**src/rtl/hazard_pkg.sv**
```systemverilog
// Shared types and constants for the pipeline hazard controller.
package hazard_pkg;

  typedef enum logic [1:0] {
    RUN    = 2'd0,
    LSTALL = 2'd1,
    MWAIT  = 2'd2,
    ERR    = 2'd3
  } hz_state_t;

  localparam logic [4:0] XZR             = 5'd31;
  localparam int         MEM_TIMEOUT_DEF = 15;
  localparam int         WAIT_W          = 4;

endpackage

```
**src/rtl/sat_counter.sv**
```systemverilog
// Up-counter that sticks at its maximum value instead of wrapping.
module sat_counter #(
  parameter int WIDTH = 16
) (
  input  logic             clk,
  input  logic             reset,
  input  logic             inc,
  output logic [WIDTH-1:0] count
);

  always_ff @(posedge clk or negedge reset) begin
    if (!reset) begin
      count <= '0;
    end else if (inc && (count != {WIDTH{1'b1}})) begin
      count <= count + 1'b1;
    end
  end

endmodule

```
**src/rtl/pipeline_hazard_ctrl.sv**
```systemverilog
// Load-use and data-memory-wait hazard control for the in-order pipeline.
// Handshake: mem_req with mem_ready low means the MEM stage is stalled; the access completes on mem_ready.
module pipeline_hazard_ctrl
  import hazard_pkg::*;
#(
  parameter int MEM_TIMEOUT = MEM_TIMEOUT_DEF,
  parameter int CNT_W       = 16
) (
  input  logic             clk,
  input  logic             reset,
  input  logic [4:0]       id_rn,
  input  logic [4:0]       id_rb,
  input  logic             id_use_a,
  input  logic             id_use_b,
  input  logic [4:0]       ex_rd,
  input  logic             ex_reg_write,
  input  logic             ex_mem_to_reg,
  input  logic             mem_req,
  input  logic             mem_ready,
  output logic             stall_if,
  output logic             bubble_ex,
  output logic             freeze,
  output logic             mem_timeout,
  output logic [CNT_W-1:0] stall_cycles,
  output logic [1:0]       hz_state
);

  localparam logic [WAIT_W-1:0] TIMEOUT_CNT = WAIT_W'(MEM_TIMEOUT);

  hz_state_t         state;
  hz_state_t         state_nxt;
  logic [WAIT_W-1:0] wait_cnt;
  logic              load_use;
  logic              mem_wait;

  // XZR reads as zero, so a load targeting it never produces a real dependency.
  assign load_use = ex_reg_write && ex_mem_to_reg && (ex_rd != XZR) &&
                    ((id_use_a && (id_rn == ex_rd)) || (id_use_b && (id_rb == ex_rd)));
  assign mem_wait = mem_req && !mem_ready;

  always_comb begin
    stall_if  = 1'b0;
    bubble_ex = 1'b0;
    freeze    = 1'b0;
    state_nxt = state;
    case (state)
      RUN: begin
        if (mem_wait) begin
          freeze    = 1'b1;
          state_nxt = MWAIT;
        end else if (load_use) begin
          stall_if  = 1'b1;
          bubble_ex = 1'b1;
          state_nxt = LSTALL;
        end
      end
      LSTALL: begin
        if (mem_wait) begin
          freeze    = 1'b1;
          state_nxt = MWAIT;
        end else begin
          state_nxt = RUN;
        end
      end
      MWAIT: begin
        freeze = mem_wait;
        if (!mem_wait)                       state_nxt = RUN;
        else if (wait_cnt == TIMEOUT_CNT)    state_nxt = ERR;
      end
      ERR: begin
        freeze   = 1'b1;
        stall_if = 1'b1;
      end
      default: state_nxt = RUN;
    endcase
    if (!reset) begin
      stall_if  = 1'b0;
      bubble_ex = 1'b0;
      freeze    = 1'b0;
    end
  end

  always_ff @(posedge clk or negedge reset) begin
    if (!reset) begin
      state       <= RUN;
      wait_cnt    <= '0;
      mem_timeout <= 1'b0;
    end else begin
      state <= state_nxt;
      if ((state != MWAIT) && (state_nxt == MWAIT)) begin
        wait_cnt <= '0;
      end else if ((state == MWAIT) && mem_wait && (wait_cnt != TIMEOUT_CNT)) begin
        wait_cnt <= wait_cnt + 1'b1;
      end
      if (state_nxt == ERR) mem_timeout <= 1'b1;
    end
  end

  assign hz_state = state;

  sat_counter #(.WIDTH(CNT_W)) u_stall_cnt (
    .clk   (clk),
    .reset (reset),
    .inc   (stall_if | freeze),
    .count (stall_cycles)
  );

endmodule

```
**config.mk**
```make
export PLATFORM = sky130hd
export DESIGN_NAME = pipeline_hazard_ctrl
export DESIGN_NICKNAME = d
export VERILOG_FILES = /design/src/rtl/hazard_pkg.sv /design/src/rtl/sat_counter.sv /design/src/rtl/pipeline_hazard_ctrl.sv
export SDC_FILE = /design/constraint.sdc
export NUM_CORES = 1
export LEC_CHECK = 0
export CAP_MARGIN = 5
export CORE_ASPECT_RATIO = 1.75
export CORE_UTILIZATION = 38
export CTS_CLUSTER_SIZE = 40
export DETAILED_ROUTE_END_ITERATION = 10
export PLACE_DENSITY = 0.68
export SYNTH_ARGS = -nofsm -noshare
export SYNTH_HDL_FRONTEND = slang
export SYNTH_HIERARCHICAL = 1
export SYNTH_SLANG_ARGS = --single-unit
```
**constraint.sdc**
```tcl
create_clock -name clk -period 3.15 [get_ports clk]
set_clock_uncertainty 0.15 [all_clocks]
set_input_delay 0.4725 -clock clk [delete_from_list [all_inputs] [get_ports clk]]
set_output_delay 0.4725 -clock clk [all_outputs]
set_load 0.005 [all_outputs]
```
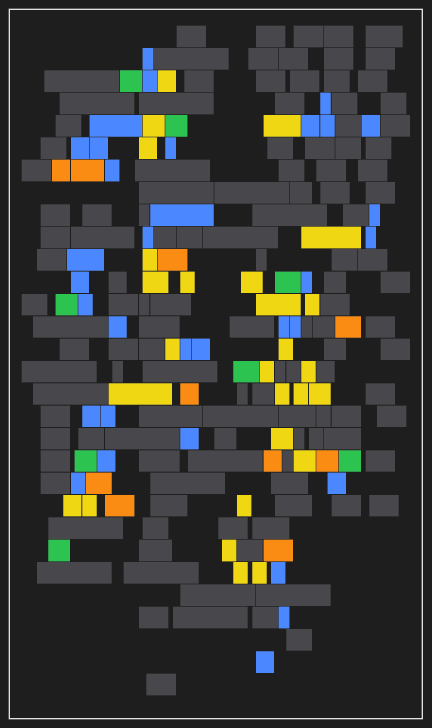
run_1/gates.png
and/or cells: drawn in orange, cells 10, most used and3_1. nand cells: drawn in blue, cells 33. non-inverting ao/oa cells: drawn in green, cells 8, most used o21a_1. aoi and oai cells: drawn in yellow, cells 27, most used a21oi_1.
Post-Layout Cell Count: 249
logic share of the area: 44.35%
most numerous logic cell after layout: clkdlybuf4s50_1

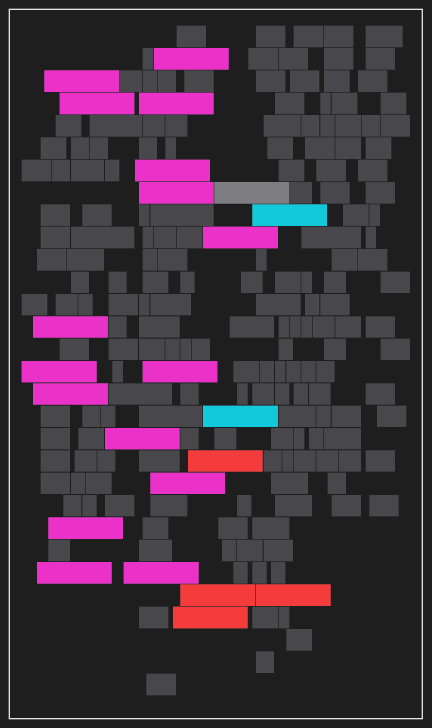
run_1/ff_map.png
Other sequential cells in the stronger gray, the rest of the logic in the fainter gray.
hz_state: drawn in cyan, flops 2. u_stall_cnt/count: drawn in magenta, flops 16. wait_cnt: drawn in red, flops 4, where south.
final core occ: 55.02%
fraction of area in registers: 27.06%

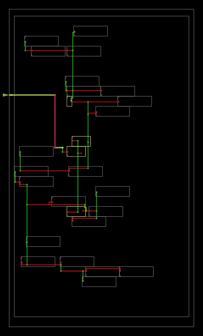
run_1/clock_nets.png
Clk Latency, worst-skew pair: 0.26 ns
CLK BUF: 4
seq_cells: 23
Power Clock: 179 uW
CTS Buf Count: 3

==> flow_summary.ini, run 1 <==
; implementation run metrics
[grt]
grt_pass1_vias = 1507
overflow = 0

[floorplanning]
core_um2 = 3866
dieArea_um2 = 4318
die-height_um = 86.19
rows = 30

[final_timing]
report.final.slew_viol_count = 0
layout_min_cycle_time_ns = 3.076
period_used_pct = 97.64
hold_viol = 0
finalSetupTns_ns = 0

[yosys]
netlist.area_leader.share_pct = 37.40
yosys-stat-area_um2 = 1539
ys_sh_mux_pct = 1.382
yosysTopAreaCell = dfrtp_1
top_logic_kind = simple AND/OR/NAND/NOR gates
synth-xor-area-share_pct = 11.38
yosys.stat.seqShare_pct = 37.40
netlist_instances = 148
netlist_area_um2 = 1539
fp_nets = 177
yosys-top-cells-area = dfrtp_1, xnor2_1, ha_1, nand4_1, a21oi_1
ys_cells = 148
synthArstFlopShare_pct = 100.0
synth_area_per_cell_um2 = 10.40
ff_type = dfrtp_1
ys_warn_count = 6
synthAdderAreaFrac_pct = 4.878

[worst_setup_path]
arrival_ns = 2.45
reg2reg_from = hz_state[1]$_DFF_PN0_
startpoint_type = input pin
reg2reg_depth = 8
cp_common_cell = clkdlybuf4s50_1
crit_end = stall_if
r2r_slack_ns = 0.68
critPathLaunch = ex_rd[4]

[layout]
nNetsFinal = 231
inv_count = 4
logic_area_um2 = 943.4
drive_gt1_share_pct = 11.44
n_antenna_cell = 0
dominant_cells = multi-input combinational cells
logic_gates = 120
clock_cell_area_share_pct = 2.118
seq_area_um2 = 575.6
final_area_um2 = 2127

[clock_network]
htreeDepth = 1
path_clk_slew_ns = 0.08
holdBufCountCts = 0
cts_sinks = 23

[power]
pwr-share-clk_pct = 18.8
p_leak_nw = 0.8737
switching_share_pct = 34.36
vdd_ir_drop_max_uv = 419.1
combPwrFrac_pct = 36.6
power.density_nw_per_um2 = 449.3
power_frac_seq_pct = 44.6

[placement]
place_congestion = 0.8403
placed_area_um2 = 2064

[status]
outcome = complete, no violations

[detailed_routing]
routed_wirelength_um = 3896
vias = 1392

[worst_hold_path]
hold_path_class = reg2reg
==> run 1: registers in the layout, indices dropped and copies added (netlist names) <==
| name | count |
|---|---|
| mem_timeout | 1 |
| hz_state | 2 |
| u_stall_cnt/count | 16 |
| wait_cnt | 4 |
==> run 1: per-layer routing <==
metal	track usage, %	vias to the layer above	share of wire, %
met1	21.60	681	38
li1	-	670	-
met4	8.312	0	1.5
met3	1.930	6	3.0
met5	0	-	0
met2	37.70	35	58
==> run 1: cells in the final DEF (no fill, tap or decap), drive strengths merged, types with 2 or more instances in the layout <==
| master | instances |
|---|---|
| and4 | 4 |
| nand2 | 11 |
| dfrtp | 23 |
| ha | 6 |
| nor3 | 4 |
| a21oi | 12 |
| a31oi | 3 |
| o21a | 6 |
| buf | 6 |
| nand3 | 8 |
| clkbuf | 4 |
| nor2 | 5 |
| o211ai | 3 |
| and3 | 3 |
| o21bai | 2 |
| xor2 | 4 |
| and4b | 2 |
| o21ai | 2 |
| xnor2 | 16 |
| clkdlybuf4s50 | 43 |
| nand4 | 13 |
| inv | 4 |
| nor4 | 2 |
==> run 1: cells by family after synthesis <==
group | Yosys count
AOI/OAI and AO/OA | 35
DFF | 23
muxes | 2
adders and majority gates | 6
xor gates and xnor gates | 20
and+or+nand+nor | 57
buffers and inverters | 5
==> run 1: worst max-delay path: cells and delay by family <==
family          cells  cell delay (ns)
buf+inv             2             1.08
simple gates        2             0.40
compound gates      2             0.37
xor+xnor            1             0.14
==> run 1: power groups by stage <==
stage	Sequential (mW)	Combinational, mW	Clock, mW
floorplan	0.415	0.184	0
global placement	0.428	0.339	0
detailed placement	0.433	0.348	0
CTS	0.427	0.350	0.182
global route	0.435	0.386	0.195
finish	0.426	0.350	0.179
==> run 1: per-stage QoR <==
stage | setup slack [ns] | power, mW | std cells | util, % | hold slack (ns)
after floorplan | 0.7384 | 0.5991 | 148 | - | 0.02691
after global placement | 0.06308 | 0.7674 | 243 | 53.40 | 0.3288
after detailed placement | -0.003867 | 0.7802 | 243 | 53.40 | 0.3486
after CTS | 0.05038 | 0.9596 | 247 | 54.56 | 0.3701
after global routing | -0.009160 | 1.017 | 249 | 55.02 | 0.3931
final | 0.07441 | 0.9557 | 249 | 55.02 | 0.3600
==> run 1: worst min path at each step <==
stage | to | from | slack, ns | cells after the start
finish | mem_timeout$_DFFE_PN0N_ | mem_timeout$_DFFE_PN0N_ | 0.36 | 1
detailed placement | mem_timeout$_DFFE_PN0N_ | mem_timeout$_DFFE_PN0N_ | 0.35 | 1
global placement | mem_timeout$_DFFE_PN0N_ | mem_timeout$_DFFE_PN0N_ | 0.33 | 1
CTS | mem_timeout$_DFFE_PN0N_ | mem_timeout$_DFFE_PN0N_ | 0.37 | 1
global route | u_stall_cnt/count[15]$_DFFE_PN0P_ | u_stall_cnt/count[15]$_DFFE_PN0P_ | 0.39 | 1
floorplan | hz_state[0]$_DFF_PN0_ | reset | 0.03 | 0
==> run 1: what timing repair did <==
action,4_1_cts,5_1_grt
setup buffers,0,2
endpoints found under the setup margin,0,2
gates resized,0,1
==> inputs of run 2 (changes only) <==
--- a/config.mk
+++ b/config.mk
@@ -7,6 +7,7 @@
 export LEC_CHECK = 0
 export CAP_MARGIN = 5
 export CORE_ASPECT_RATIO = 1.75
+export CORE_MARGIN = 4
 export CORE_UTILIZATION = 38
 export CTS_CLUSTER_SIZE = 40
 export DETAILED_ROUTE_END_ITERATION = 10
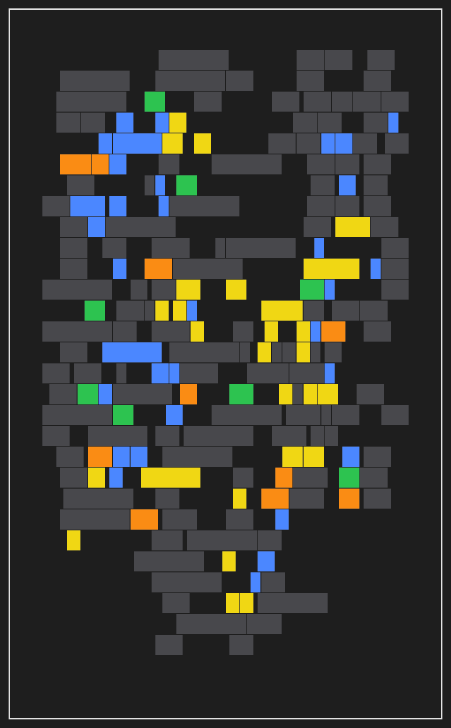
run_2/gates.png
non-inverting ao/oa cells: drawn in green, cells 8, most used o21a_1. and/or cells: drawn in orange, cells 10, most used and3_1. nand cells: drawn in blue, cells 33. aoi and oai cells: drawn in yellow, cells 27, most used a21oi_1.
Post-Layout Cell Count: 248
logic share of the area: 44.69%

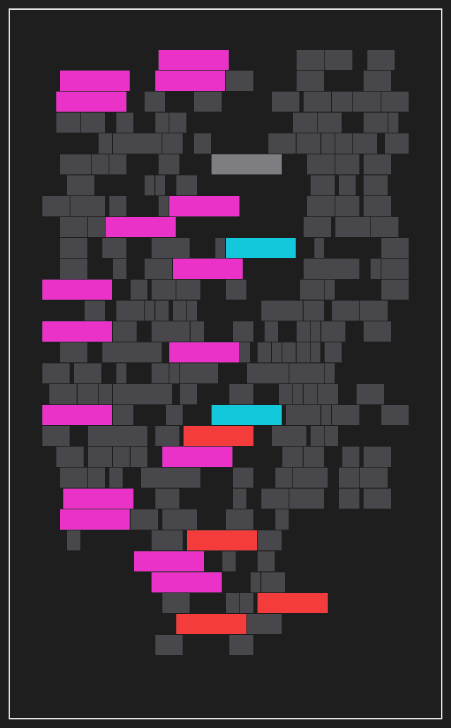
run_2/ff_map.png
Other sequential cells in the stronger gray, the rest of the logic in the fainter gray.
wait_cnt: drawn in red, flops 4, where south. u_stall_cnt/count: drawn in magenta, flops 16. hz_state: drawn in cyan, flops 2.
Another 1 sequential cells are not colored.

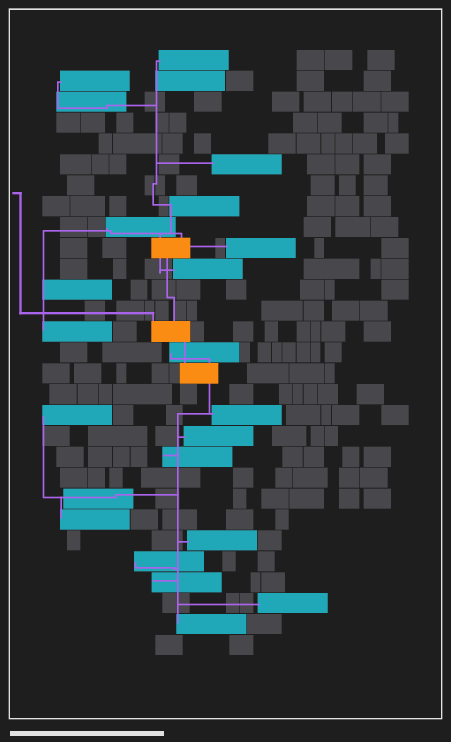
run_2/clock_wires.png
The bar under the picture is 20 um long.
clock wires: drawn in purple, length 254 um. clock-net drivers: drawn in orange, count 3. flip-flops: drawn in cyan, count 23.
There are 4 routed clock nets.
Clock power frac: 18.5%
Clk Latency, worst-skew pair: 0.25 ns

==> run 2 against run 1 <==
Effect of this change: clock power barely moved; utilization is 0.66 points lower; die size grew 20%; setup slack improved by 0.084 ns; critical endpoint is now bubble_ex; largest power group unchanged.
==> flow_summary.ini, run 2 <==
; implementation run metrics
[yosys]
synth.most_common_cell = dfrtp_1
ys_cells = 148
ys_warn_count = 6
netlist_area_um2 = 1539
yosysTopAreaCell = dfrtp_1
yosys-top-cells-area = dfrtp_1, xnor2_1, ha_1, nand4_1, a21oi_1
ys_seq_elements = 23
yosys-stat-area_um2 = 1539
synth_cell_type_count = 43
ff_type = dfrtp_1
yosys.stat.seqShare_pct = 37.40
netlist_instances = 148
yosys-top-cells-count = dfrtp_1, xnor2_1, a21oi_1, nand2_1, nand4_1
netlist.area_leader.share_pct = 37.40
synthArstFlopShare_pct = 100.0
synth_area_per_cell_um2 = 10.40
fp_nets = 177

[power]
switching_share_pct = 34.30
power.density_nw_per_um2 = 450.2
p_leak_nw = 0.8604
power_frac_seq_pct = 44.4
p_sw_uw = 327.7
intPower_uw = 627.6
combPwrFrac_pct = 37.1
vdd_ir_drop_max_uv = 381.5

[worst_setup_path]
crit_chain = clkdlybuf4s50_1, xnor2_1, nand4_1, o22ai_4, nor2b_1, and4_1, clkdlybuf4s50_1
timing.rr.end = u_stall_cnt/count[15]$_DFFE_PN0P_
crit_family = buffers and inverters
startpoint_type = input pin
crit_end = bubble_ex
path_class = in2out
endpoint_kind = primary output
arrival_ns = 2.37
cp_data_required_time_ns = 2.53
reg2reg_from = hz_state[0]$_DFF_PN0_
r2r_slack_ns = 0.70
crit_path_max_incr_delay_ns = 0.54
reg2reg_depth = 9
critPathSlowestCell = clkdlybuf4s50_1
crit_fanout = 6
crit_buf_inv = 2
critPathLaunch = ex_rd[4]
cp_common_cell = clkdlybuf4s50_1
path_depth = 7

[floorplanning]
core_um2 = 3904
rows = 30
dieArea_um2 = 5172
fp-utilization_pct = 39.42
design.portCount = 45
die-height_um = 92.19

[final_timing]
finalSetupTns_ns = 0
report.final.slew_viol_count = 0
worst_pin_slew_ns = 0.3929
whs_ns = 0.3821
max_freq_ghz = 0.3343
hold_viol = 0
rsz0062_at_grt = no
layout_min_cycle_time_ns = 2.991
slew_headroom_pct = 73.75
period_used_pct = 94.96

[grt]
grt_max_degree = 14
grt_pass1_wl_um = 6927
antenna_found_initial = 0
overflow = 0
grt_pass1_vias = 1491

[layout]
nNetsFinal = 230
nFillCells = 367
fin_util_pct = 54.36
drive_gt1_share_pct = 11.50
largest_register = u_stall_cnt/count
mostFrequentLayoutCell = clkdlybuf4s50_1
largest_register_ffs = 16
n_antenna_cell = 0
final_cell_mix = clkdlybuf4s50_1, dfrtp_1, xnor2_1, a21oi_1

[worst_hold_path]
hold_path_class = reg2reg

[clock_network]
cts_buffer_depth = 2
cts_buffers = 3
path_clk_slew_ns = 0.08
root_buffer = clkbuf_8
htreeDepth = 1
cts_sinks = 23
cts_tree = yes

[placement]
placed_cells = 243
place_congestion = 0.9060
portBuffers = 44

[detailed_routing]
routed_wirelength_um = 3967
wl_per_cell_um = 16.00
ant_nets = 0
vias = 1379

[job]
maxCapViolations = 0

[status]
outcome = complete, no violations
run 2: cell counts after synthesis:
No cell type changed its count.
run 2: worst register-to-register path, stage by stage, from the launching register on:
cell and delay (ns):
dfrtp_1 0.43, inv_1 0.14, ha_1 0.26, nand2_1 0.11, nor4b_2 0.22, o31a_1 0.28
nand4_1 0.18, nor4_4 0.25, and4b_1 0.24, a21oi_1 0.06
run 2: timing repair:
item / CTS / global route
setup buffers: 0 / 1
endpoints found under the setup margin: 0 / 2
resized: 0 / 1
hold buffers: 0 / 0
run 2: worst min-delay path by stage:
stage	start	end	slack, ns	depth (start not counted)
2_1_floorplan	reset	hz_state[0]$_DFF_PN0_	0.03	0
3_3_place_gp	mem_timeout$_DFFE_PN0N_	mem_timeout$_DFFE_PN0N_	0.34	1
3_5_place_dp	u_stall_cnt/count[15]$_DFFE_PN0P_	u_stall_cnt/count[15]$_DFFE_PN0P_	0.36	1
4_1_cts	u_stall_cnt/count[15]$_DFFE_PN0P_	u_stall_cnt/count[15]$_DFFE_PN0P_	0.38	1
5_1_grt	u_stall_cnt/count[15]$_DFFE_PN0P_	u_stall_cnt/count[15]$_DFFE_PN0P_	0.41	1
6_report	mem_timeout$_DFFE_PN0N_	mem_timeout$_DFFE_PN0N_	0.38	1
run 2: layout make-up:
type / count / area (um2) / share of cell area, %
Clock buffer: 4 / 45.04 / 2.123
Timing Repair Buffer: 49 / 478.0 / 22.52
Sequential cell: 23 / 575.6 / 27.12
Inverter: 4 / 15.01 / 0.7075
Tap cell: 48 / 60.06 / 2.830
Multi-Input combinational cell: 120 / 948.4 / 44.69
run 2: stage by stage:
step	setup slack [ns]	power [mW]	instance area (um2)
after floorplan	0.7384	0.5991	1539
after global placement	0.04838	0.7705	2064
after detailed placement	0.01335	0.7784	2064
after CTS	0.04710	0.9631	2110
after global routing	0.002388	1.026	2122
final	0.1587	0.9553	2122
run 2: layer usage:
layer | wire (um) | vias to the layer above | part of all wire (%) | track usage, %
li1 | - | 669 | - | -
met1 | 1559 | 652 | 39 | 18.53
met2 | 2136 | 50 | 54 | 29.39
met3 | 162 | 8 | 4.1 | 2.254
met4 | 108 | 0 | 2.7 | 6.535
met5 | 0 | - | 0 | 0
run 2: cell families after synthesis:
group,after synthesis,synth area share [%]
buffers and inverters,5,1.300
muxes,2,1.382
AOI/OAI and AO/OA,35,17.32
adders and majority gates,6,4.878
and+or+nand+nor,57,26.34
DFF,23,37.40
xor gates and xnor gates,20,11.38
run 2: power by group through the flow:
stage,combinational [mW],sequential (mW),clock (mW)
2_1_floorplan,0.184,0.415,0
3_3_place_gp,0.343,0.427,0
3_5_place_dp,0.351,0.428,0
4_1_cts,0.353,0.425,0.185
5_1_grt,0.393,0.435,0.197
6_report,0.354,0.425,0.177
No activity file was given, so power comes from the tool's default toggle rates.
